### src/rtl/uart_ctrl_pkg.sv
`default_nettype none
// ============================================================================
// Module      : uart_ctrl_pkg
// Description : Shared definitions for the MMU-facing UART.
//               - MEM_* operation codes issued by the MEM stage / MMU
//               - UART register addresses (data / status), used by the MMU
//               - Serial FSM state encoding shared by the TX and RX paths
//               - Helpers that classify an op code as a load or a store
// Revision    : 1.0 - initial release
// ============================================================================
package uart_ctrl_pkg;

    // Memory operation codes presented by the MEM stage
    localparam logic [3:0] MEM_NOP = 4'd0;
    localparam logic [3:0] MEM_LB  = 4'd1;
    localparam logic [3:0] MEM_LBU = 4'd2;
    localparam logic [3:0] MEM_LH  = 4'd3;
    localparam logic [3:0] MEM_LHU = 4'd4;
    localparam logic [3:0] MEM_LW  = 4'd5;
    localparam logic [3:0] MEM_SB  = 4'd6;
    localparam logic [3:0] MEM_SH  = 4'd7;
    localparam logic [3:0] MEM_SW  = 4'd8;

    // UART window inside the MMU address map
    localparam logic [31:0] UART_DATA_ADDR = 32'hBFD0_03F8;
    localparam logic [31:0] UART_STAT_ADDR = 32'hBFD0_03FC;

    // Serial frame phases, shared by transmitter and receiver
    typedef enum logic [1:0] {
        ST_IDLE  = 2'd0,
        ST_START = 2'd1,
        ST_DATA  = 2'd2,
        ST_STOP  = 2'd3
    } uart_state_e;

    function automatic logic is_store(input logic [3:0] op);
        return (op == MEM_SB) || (op == MEM_SH) || (op == MEM_SW);
    endfunction

    function automatic logic is_load(input logic [3:0] op);
        return (op == MEM_LB) || (op == MEM_LBU) || (op == MEM_LH) ||
               (op == MEM_LHU) || (op == MEM_LW);
    endfunction

endpackage
`default_nettype wire

### src/rtl/uart_rx_fifo.sv
`default_nettype none
// ============================================================================
// Module      : uart_rx_fifo
// Description : Byte FIFO between the UART receiver and the load path.
//               Head entry is presented combinationally.
//               A pop on an empty FIFO is ignored.
//               A push is accepted when the FIFO is not full, or when a pop
//               takes effect in the same cycle.
// Ports       : clk, rst (async, active low)
//               i_push/i_data  - write a received byte
//               i_pop          - remove the head entry
//               o_head         - current head byte
//               o_empty/o_full - occupancy flags
// Revision    : 1.0 - initial release
// ============================================================================
module uart_rx_fifo #(
    parameter int DEPTH = 4
) (
    input  logic       clk,
    input  logic       rst,
    input  logic       i_push,
    input  logic [7:0] i_data,
    input  logic       i_pop,
    output logic [7:0] o_head,
    output logic       o_empty,
    output logic       o_full
);

    localparam int AW = $clog2(DEPTH);
    localparam logic [AW:0] C_FULL = (AW+1)'(DEPTH);

    logic [7:0]    r_mem [DEPTH];
    logic [AW-1:0] r_wr_ptr;
    logic [AW-1:0] r_rd_ptr;
    logic [AW:0]   r_count;
    logic          w_pop;
    logic          w_push;

    assign o_empty = (r_count == '0);
    assign o_full  = (r_count == C_FULL);
    assign o_head  = r_mem[r_rd_ptr];

    // A pop frees a slot in the same cycle, so a push while full still lands
    assign w_pop  = i_pop && !o_empty;
    assign w_push = i_push && (!o_full || w_pop);

    always_ff @(posedge clk) begin
        if (w_push) begin
            r_mem[r_wr_ptr] <= i_data;
        end
    end

    // Pointers are power-of-two wide and wrap naturally
    always_ff @(posedge clk or negedge rst) begin
        if (!rst) begin
            r_wr_ptr <= '0;
            r_rd_ptr <= '0;
            r_count  <= '0;
        end else begin
            if (w_push) begin
                r_wr_ptr <= r_wr_ptr + 1'b1;
            end
            if (w_pop) begin
                r_rd_ptr <= r_rd_ptr + 1'b1;
            end
            case ({w_push, w_pop})
                2'b10:   r_count <= r_count + 1'b1;
                2'b01:   r_count <= r_count - 1'b1;
                default: r_count <= r_count;
            endcase
        end
    end

endmodule
`default_nettype wire

### src/rtl/uart_ctrl.sv
`default_nettype none
// ============================================================================
// Module      : uart_ctrl
// Description : 8N1 serial port behind the MMU UART window.
//               TX: 1-byte holding register feeding a shift-register FSM.
//               RX: synchronized, mid-bit sampling FSM feeding an RX FIFO.
// Ports       : clk, rst (async, active low)
//               uartOp_i         - MEM_* op, MEM_NOP when UART not addressed
//               uart_storeData_i - store data, [7:0] transmitted
//               stall_i          - access commits only when low
//               uart_load_data_o - {24'b0, FIFO head}, 0 when empty
//               dataReady        - RX FIFO not empty
//               writeReady       - TX holding register empty
//               txd / rxd        - serial line, idle high
// Revision    : 1.0 - initial release
// ============================================================================
module uart_ctrl
    import uart_ctrl_pkg::*;
#(
    parameter int CLK_FREQ = 50000000,
    parameter int BAUD     = 115200,
    parameter int RX_DEPTH = 4
) (
    input  logic        clk,
    input  logic        rst,
    input  logic [3:0]  uartOp_i,
    input  logic [31:0] uart_storeData_i,
    input  logic        stall_i,
    output logic [31:0] uart_load_data_o,
    output logic        dataReady,
    output logic        writeReady,
    output logic        txd,
    input  logic        rxd
);

    localparam int DIV = CLK_FREQ / BAUD;
    localparam int CW  = $clog2(DIV);
    localparam logic [CW-1:0] C_BAUD_LAST = CW'(DIV - 1);
    localparam logic [CW-1:0] C_BAUD_HALF = CW'(DIV / 2 - 1);

    // ------------------------------------------------------------------
    // Access decode
    // ------------------------------------------------------------------
    logic w_wr_commit;
    logic w_rd_commit;
    logic w_unused_store;

    assign w_wr_commit    = is_store(uartOp_i) && !stall_i;
    assign w_rd_commit    = is_load(uartOp_i) && !stall_i;
    assign w_unused_store = ^uart_storeData_i[31:8];

    // ------------------------------------------------------------------
    // TX holding register
    // ------------------------------------------------------------------
    logic       r_hold_full;
    logic [7:0] r_hold_data;
    logic       r_tx_ovr;
    logic       w_tx_load;

    assign writeReady = !r_hold_full;

    always_ff @(posedge clk or negedge rst) begin
        if (!rst) begin
            r_hold_full <= 1'b0;
            r_hold_data <= '0;
            r_tx_ovr    <= 1'b0;
        end else begin
            // w_tx_load only fires while full, so it never races an accept
            if (w_tx_load) begin
                r_hold_full <= 1'b0;
            end else if (w_wr_commit && !r_hold_full) begin
                r_hold_full <= 1'b1;
                r_hold_data <= uart_storeData_i[7:0];
            end
            r_tx_ovr <= r_tx_ovr | (w_wr_commit & r_hold_full);
        end
    end

    // ------------------------------------------------------------------
    // TX FSM
    // ------------------------------------------------------------------
    uart_state_e   r_tx_state;
    uart_state_e   w_tx_state_next;
    logic [CW-1:0] r_tx_baud;
    logic [2:0]    r_tx_bit;
    logic [7:0]    r_tx_shift;
    logic          r_txd;
    logic          w_tx_tick;
    logic          w_tx_line;

    assign w_tx_tick = (r_tx_baud == C_BAUD_LAST);
    assign txd       = r_txd;

    always_comb begin
        w_tx_state_next = r_tx_state;
        w_tx_load       = 1'b0;
        w_tx_line       = 1'b1;
        case (r_tx_state)
            ST_IDLE: begin
                if (r_hold_full) begin
                    w_tx_state_next = ST_START;
                    w_tx_load       = 1'b1;
                end
            end
            ST_START: begin
                w_tx_line = 1'b0;
                if (w_tx_tick) begin
                    w_tx_state_next = ST_DATA;
                end
            end
            ST_DATA: begin
                w_tx_line = r_tx_shift[0];
                if (w_tx_tick && (r_tx_bit == 3'd7)) begin
                    w_tx_state_next = ST_STOP;
                end
            end
            ST_STOP: begin
                // A waiting byte starts immediately, keeping frames back to back
                if (w_tx_tick) begin
                    if (r_hold_full) begin
                        w_tx_state_next = ST_START;
                        w_tx_load       = 1'b1;
                    end else begin
                        w_tx_state_next = ST_IDLE;
                    end
                end
            end
            default: w_tx_state_next = ST_IDLE;
        endcase
    end

    // txd is registered from the phase, so the line lags the state by one clock
    always_ff @(posedge clk or negedge rst) begin
        if (!rst) begin
            r_tx_state <= ST_IDLE;
            r_tx_baud  <= '0;
            r_tx_bit   <= '0;
            r_tx_shift <= '0;
            r_txd      <= 1'b1;
        end else begin
            r_tx_state <= w_tx_state_next;
            r_txd      <= w_tx_line;
            if (w_tx_load) begin
                r_tx_shift <= r_hold_data;
                r_tx_baud  <= '0;
                r_tx_bit   <= '0;
            end else if (r_tx_state != ST_IDLE) begin
                r_tx_baud <= w_tx_tick ? '0 : r_tx_baud + 1'b1;
                if (w_tx_tick && (r_tx_state == ST_DATA)) begin
                    r_tx_shift <= {1'b0, r_tx_shift[7:1]};
                    r_tx_bit   <= r_tx_bit + 3'd1;
                end
            end
        end
    end

    // ------------------------------------------------------------------
    // RX FSM
    // ------------------------------------------------------------------
    uart_state_e   r_rx_state;
    uart_state_e   w_rx_state_next;
    logic          r_rx_meta;
    logic          r_rx_line;
    logic          r_rx_prev;
    logic [CW-1:0] r_rx_baud;
    logic [2:0]    r_rx_bit;
    logic [7:0]    r_rx_shift;
    logic          r_rx_ferr;
    logic          r_rx_ovr;
    logic          w_rx_fall;
    logic          w_rx_tick;
    logic          w_rx_half;
    logic          w_rx_sample;
    logic          w_rx_push;
    logic          w_rx_cnt_clr;
    logic          w_rx_ferr_set;
    logic          w_rx_ferr_clr;
    logic          w_rx_drop;
    logic [7:0]    w_fifo_head;
    logic          w_fifo_empty;
    logic          w_fifo_full;

    assign w_rx_fall = r_rx_prev & ~r_rx_line;
    assign w_rx_tick = (r_rx_baud == C_BAUD_LAST);
    assign w_rx_half = (r_rx_baud == C_BAUD_HALF);

    always_comb begin
        w_rx_state_next = r_rx_state;
        w_rx_sample     = 1'b0;
        w_rx_push       = 1'b0;
        w_rx_cnt_clr    = 1'b0;
        w_rx_ferr_set   = 1'b0;
        w_rx_ferr_clr   = 1'b0;
        case (r_rx_state)
            ST_IDLE: begin
                if (w_rx_fall) begin
                    w_rx_state_next = ST_START;
                    w_rx_cnt_clr    = 1'b1;
                end
            end
            ST_START: begin
                // Mid start bit: a high line means the edge was a glitch.
                // Restarting the counter here puts later samples mid-bit.
                if (w_rx_half) begin
                    w_rx_cnt_clr = 1'b1;
                    if (r_rx_line) begin
                        w_rx_state_next = ST_IDLE;
                    end else begin
                        w_rx_state_next = ST_DATA;
                    end
                end
            end
            ST_DATA: begin
                if (w_rx_tick) begin
                    w_rx_sample = 1'b1;
                    if (r_rx_bit == 3'd7) begin
                        w_rx_state_next = ST_STOP;
                    end
                end
            end
            ST_STOP: begin
                // After a framing error, hold here until the line idles high
                if (r_rx_ferr) begin
                    if (r_rx_line) begin
                        w_rx_state_next = ST_IDLE;
                        w_rx_ferr_clr   = 1'b1;
                    end
                end else if (w_rx_tick) begin
                    if (r_rx_line) begin
                        w_rx_push       = 1'b1;
                        w_rx_state_next = ST_IDLE;
                    end else begin
                        w_rx_ferr_set = 1'b1;
                    end
                end
            end
            default: w_rx_state_next = ST_IDLE;
        endcase
    end

    // A full FIFO only makes room for a push when a read commits alongside it
    assign w_rx_drop = w_rx_push & w_fifo_full & ~w_rd_commit;

    always_ff @(posedge clk or negedge rst) begin
        if (!rst) begin
            r_rx_meta  <= 1'b1;
            r_rx_line  <= 1'b1;
            r_rx_prev  <= 1'b1;
            r_rx_state <= ST_IDLE;
            r_rx_baud  <= '0;
            r_rx_bit   <= '0;
            r_rx_shift <= '0;
            r_rx_ferr  <= 1'b0;
            r_rx_ovr   <= 1'b0;
        end else begin
            r_rx_meta  <= rxd;
            r_rx_line  <= r_rx_meta;
            r_rx_prev  <= r_rx_line;
            r_rx_state <= w_rx_state_next;
            if (w_rx_cnt_clr || (r_rx_state == ST_IDLE) || w_rx_tick) begin
                r_rx_baud <= '0;
            end else begin
                r_rx_baud <= r_rx_baud + 1'b1;
            end
            if (r_rx_state == ST_START) begin
                r_rx_bit <= '0;
            end else if (w_rx_sample) begin
                r_rx_bit <= r_rx_bit + 3'd1;
            end
            if (w_rx_sample) begin
                r_rx_shift <= {r_rx_line, r_rx_shift[7:1]};
            end
            if (w_rx_ferr_set) begin
                r_rx_ferr <= 1'b1;
            end else if (w_rx_ferr_clr) begin
                r_rx_ferr <= 1'b0;
            end
            r_rx_ovr <= r_rx_ovr | w_rx_drop;
        end
    end

    // ------------------------------------------------------------------
    // RX FIFO and load path
    // ------------------------------------------------------------------
    uart_rx_fifo #(
        .DEPTH (RX_DEPTH)
    ) u_rx_fifo (
        .clk     (clk),
        .rst     (rst),
        .i_push  (w_rx_push),
        .i_data  (r_rx_shift),
        .i_pop   (w_rd_commit),
        .o_head  (w_fifo_head),
        .o_empty (w_fifo_empty),
        .o_full  (w_fifo_full)
    );

    assign dataReady        = !w_fifo_empty;
    assign uart_load_data_o = w_fifo_empty ? 32'b0 : {24'b0, w_fifo_head};

endmodule
`default_nettype wire

### config.mk
export PLATFORM = sky130hd
export DESIGN_NAME = uart_ctrl
export DESIGN_NICKNAME = d
export VERILOG_FILES = /design/src/rtl/uart_ctrl_pkg.sv /design/src/rtl/uart_rx_fifo.sv /design/src/rtl/uart_ctrl.sv
export SDC_FILE = /design/constraint.sdc
export NUM_CORES = 1
export LEC_CHECK = 0
export CORE_UTILIZATION = 55
export CTS_BUF_LIST = sky130_fd_sc_hd__clkbuf_4 sky130_fd_sc_hd__clkbuf_8
export CTS_CLUSTER_SIZE = 12
export DETAILED_ROUTE_END_ITERATION = 12
export PLACE_DENSITY = 0.82
export SLEW_MARGIN = 20
export SYNTH_ARGS = -nofsm -noshare
export SYNTH_HDL_FRONTEND = slang
export SYNTH_HIERARCHICAL = 1
export SYNTH_SLANG_ARGS = --single-unit
### constraint.sdc
create_clock -name clk -period 5 [get_ports clk]
set_clock_uncertainty 0.1 [all_clocks]
set_input_delay 0.5 -clock clk [delete_from_list [all_inputs] [get_ports clk]]
set_output_delay 0.5 -clock clk [all_outputs]
set_load 0.01 [all_outputs]
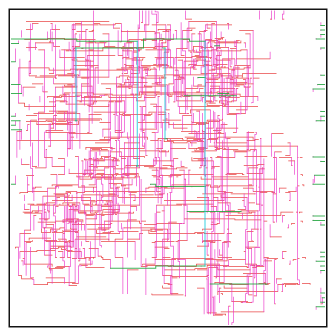
wires.png
green -> metal 3  # wire length 252 um
red -> metal 1  # wire length 3220 um
cyan -> metal 4  # wire length 154 um
magenta -> metal 2  # wire length 3750 um
average wire length per cell after detail routing: 14.7 um
vias post-DR: 2712

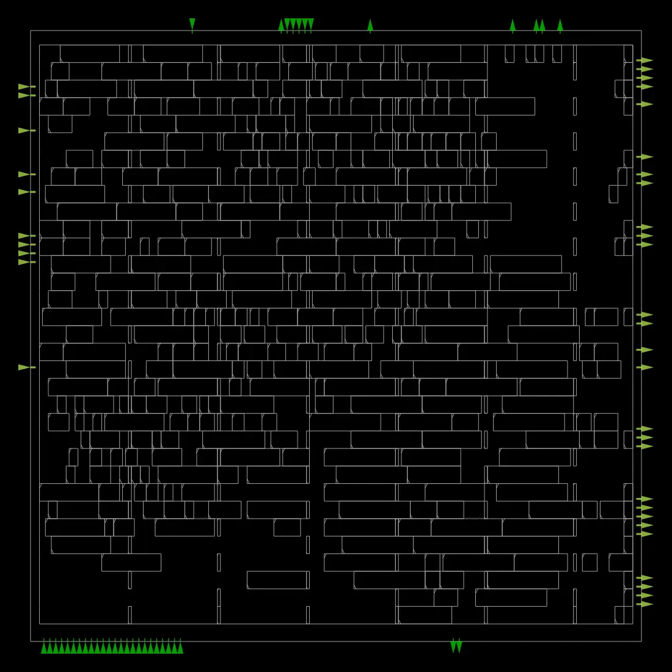
placement.png
Final Core Density: 62.6%
num sequential: 97

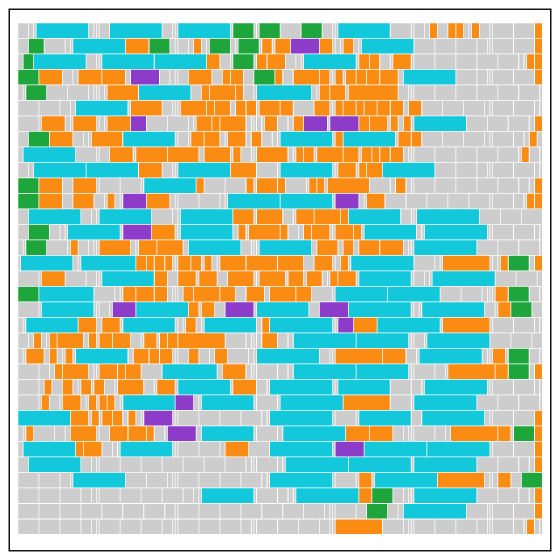
placement_by_type.png
Fill, decap, tap and diode cells in gray.
purple -> clock drivers and dummy loads  # cells 16, share of their area 3.8%
green -> remaining buffers and delay cells  # cells 27, share of their area 5.2%
cyan -> sequential cells  # cells 97, share of their area 51%
orange -> combinational and other logic  # cells 257, share of their area 39%
Site Rows: 33
proportion of cell area occupied by registers: 50.2%
standard cell core area: 0.00826 mm^2
final instance area: 0.00517 mm^2

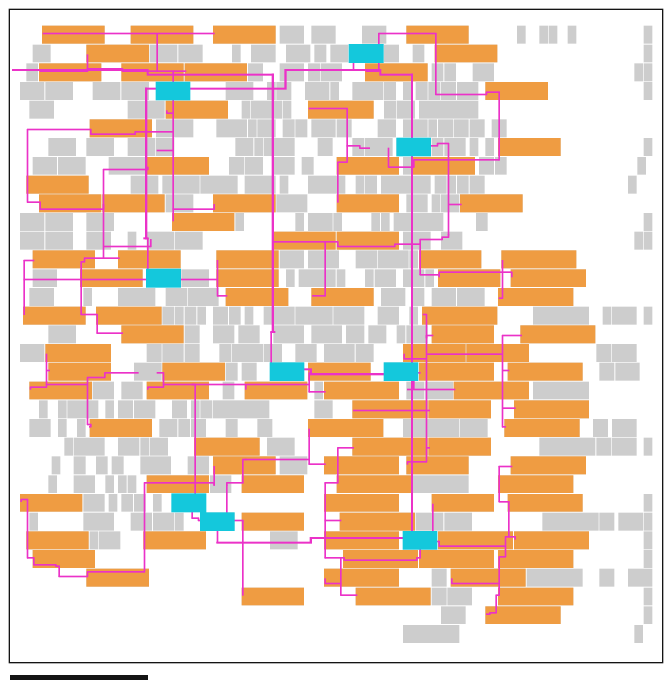
clk_routes.png
Scale bar: 20 um.
cyan -> clock drivers  # count 9
orange -> flip-flops  # count 97
magenta -> clock wires  # length 1040 um
routed clock nets = 10
flops lie = widely spread
clock network fraction of design power: 21.1%
power dissipated in the clock network: 0.497 mW
worst-skew pair later-pin latency: 0.38 ns

==> run_summary.xml <==
<?xml version="1.0" encoding="UTF-8"?>
<metrics>
  <group name="setup_path">
    <metric name="worstPathArrival" unit="ns">3.34</metric>
    <metric name="worst-path-stages" unit="">9</metric>
    <metric name="path_class" unit="">in -&gt; reg</metric>
    <metric name="delay_of_the_slowest_cell_on_the_worst_path" unit="ns">0.99</metric>
    <metric name="setup.worst_path.start" unit="">uartOp_i[2]</metric>
    <metric name="worst_ep_required_time" unit="ns">5.20</metric>
    <metric name="cpMaxStageDelayCell" unit="">sky130_fd_sc_hd__a2111oi_0</metric>
    <metric name="critPathCapture" unit="">u_rx_fifo/r_count[2]</metric>
    <metric name="timing.reg2reg.setup_slack" unit="ns">2.04</metric>
    <metric name="setup.worst_path.start_class" unit="">input port</metric>
    <metric name="reg2reg_from" unit="">r_rx_baud[1]</metric>
    <metric name="critical_path.cell_chain" unit="">clkdlybuf4s50_1, a2111oi_0, o31a_2, ha_1, inv_1, fa_1, xor2_1, nor2_1, xor2_1</metric>
    <metric name="crit-reg2reg-capture" unit="">u_rx_fifo/r_count[2]</metric>
  </group>
  <group name="layout">
    <metric name="final.fill_count" unit="">645</metric>
    <metric name="comb_area_share" unit="%">37.0</metric>
    <metric name="antenna_cells_inserted" unit="">0</metric>
    <metric name="layout.area.seq" unit="mm^2">0.00259</metric>
    <metric name="bufAreaShareNonClock" unit="%">5.08</metric>
    <metric name="largest_cell_class" unit="">sequential cells</metric>
    <metric name="n_all_buffers" unit="">27</metric>
    <metric name="largest_reg_flops" unit="">32</metric>
    <metric name="max_flop_register" unit="">u_rx_fifo/r_mem</metric>
    <metric name="n_clock_buffer" unit="">9</metric>
    <metric name="final_layout_top_logic_cell" unit="">sky130_fd_sc_hd__dfrtp_1</metric>
    <metric name="number_of_logic_inverters_in_the_finished_layout" unit="">20</metric>
    <metric name="layout.cells.non_filler" unit="">502</metric>
    <metric name="logic_area" unit="mm^2">0.00191</metric>
  </group>
  <group name="outcome">
    <metric name="run_status" unit="">finished clean</metric>
  </group>
  <group name="place">
    <metric name="placement.io_buffers" unit="">26</metric>
    <metric name="placed_cell_area" unit="mm^2">0.00497</metric>
    <metric name="pre_cts_slack" unit="ns">1.57</metric>
    <metric name="place.detailed.hpwl" unit="um">4860</metric>
    <metric name="place.gp.congestion" unit="">0.831</metric>
  </group>
  <group name="global_routing">
    <metric name="globalRouteMet3Util" unit="%">4.35</metric>
    <metric name="globalRoute.busiestLayer" unit="">met2</metric>
    <metric name="grt_usage" unit="%">18.8</metric>
    <metric name="first_global_vias" unit="">2760</metric>
    <metric name="antenna_found_initial" unit="">0</metric>
    <metric name="grt_start_max_net_pins" unit="">66</metric>
  </group>
  <group name="floorplanning">
    <metric name="io_pins" unit="">75</metric>
    <metric name="die_h" unit="um">94.7</metric>
    <metric name="chip_area" unit="mm^2">0.00897</metric>
    <metric name="initial_utilization" unit="%">57.3</metric>
  </group>
  <group name="run">
    <metric name="openroad.warnings" unit="">60</metric>
  </group>
  <group name="worst_hold_path">
    <metric name="hp-class" unit="">in -&gt; async</metric>
  </group>
  <group name="timing">
    <metric name="fin_ws" unit="ns">1.87</metric>
    <metric name="slew_headroom" unit="%">24.9</metric>
    <metric name="tightest_slew" unit="ns">1.10</metric>
    <metric name="hold_viol" unit="">0</metric>
    <metric name="finalCriticalPeriod" unit="ns">3.13</metric>
    <metric name="finalHoldWorstSlack" unit="ns">0.168</metric>
    <metric name="setup_viol" unit="">0</metric>
  </group>
  <group name="synth">
    <metric name="syn_avg_cell_area" unit="um^2">12.9</metric>
    <metric name="syn_area" unit="mm^2">0.00473</metric>
    <metric name="yosys_warnings" unit="">6</metric>
    <metric name="netlist_instances" unit="">366</metric>
  </group>
  <group name="power">
    <metric name="combinationalPower" unit="mW">0.716</metric>
    <metric name="power.density_cell_area" unit="mW/mm^2">455</metric>
    <metric name="finalPower" unit="mW">2.35</metric>
    <metric name="power.largest_group" unit="">sequential cells</metric>
  </group>
  <group name="routing">
    <metric name="wirelength_met1" unit="um">3220</metric>
    <metric name="met3_length" unit="um">251</metric>
    <metric name="drt-pass1-iter-count" unit="">4</metric>
    <metric name="drc_errors" unit="">0</metric>
    <metric name="met2WireLength" unit="um">3750</metric>
    <metric name="detail_route.vias_per_cell" unit="">5.40</metric>
    <metric name="drt_first_iter_violations" unit="">158</metric>
  </group>
  <group name="clock_network">
    <metric name="cts_setup_buffers" unit="">0</metric>
    <metric name="holdBufCountCts" unit="">0</metric>
    <metric name="cts-root-to-sink-buffers" unit="">2</metric>
    <metric name="cts_htree_levels" unit="">3</metric>
    <metric name="tritoncts.num_buffers" unit="">9</metric>
    <metric name="post_cts_resized" unit="">0</metric>
    <metric name="worst_setup_hold_path_clk_slew" unit="ns">0.10</metric>
    <metric name="cts_sinks" unit="">97</metric>
  </group>
</metrics>
Power is estimated from default activity; no workload was simulated.
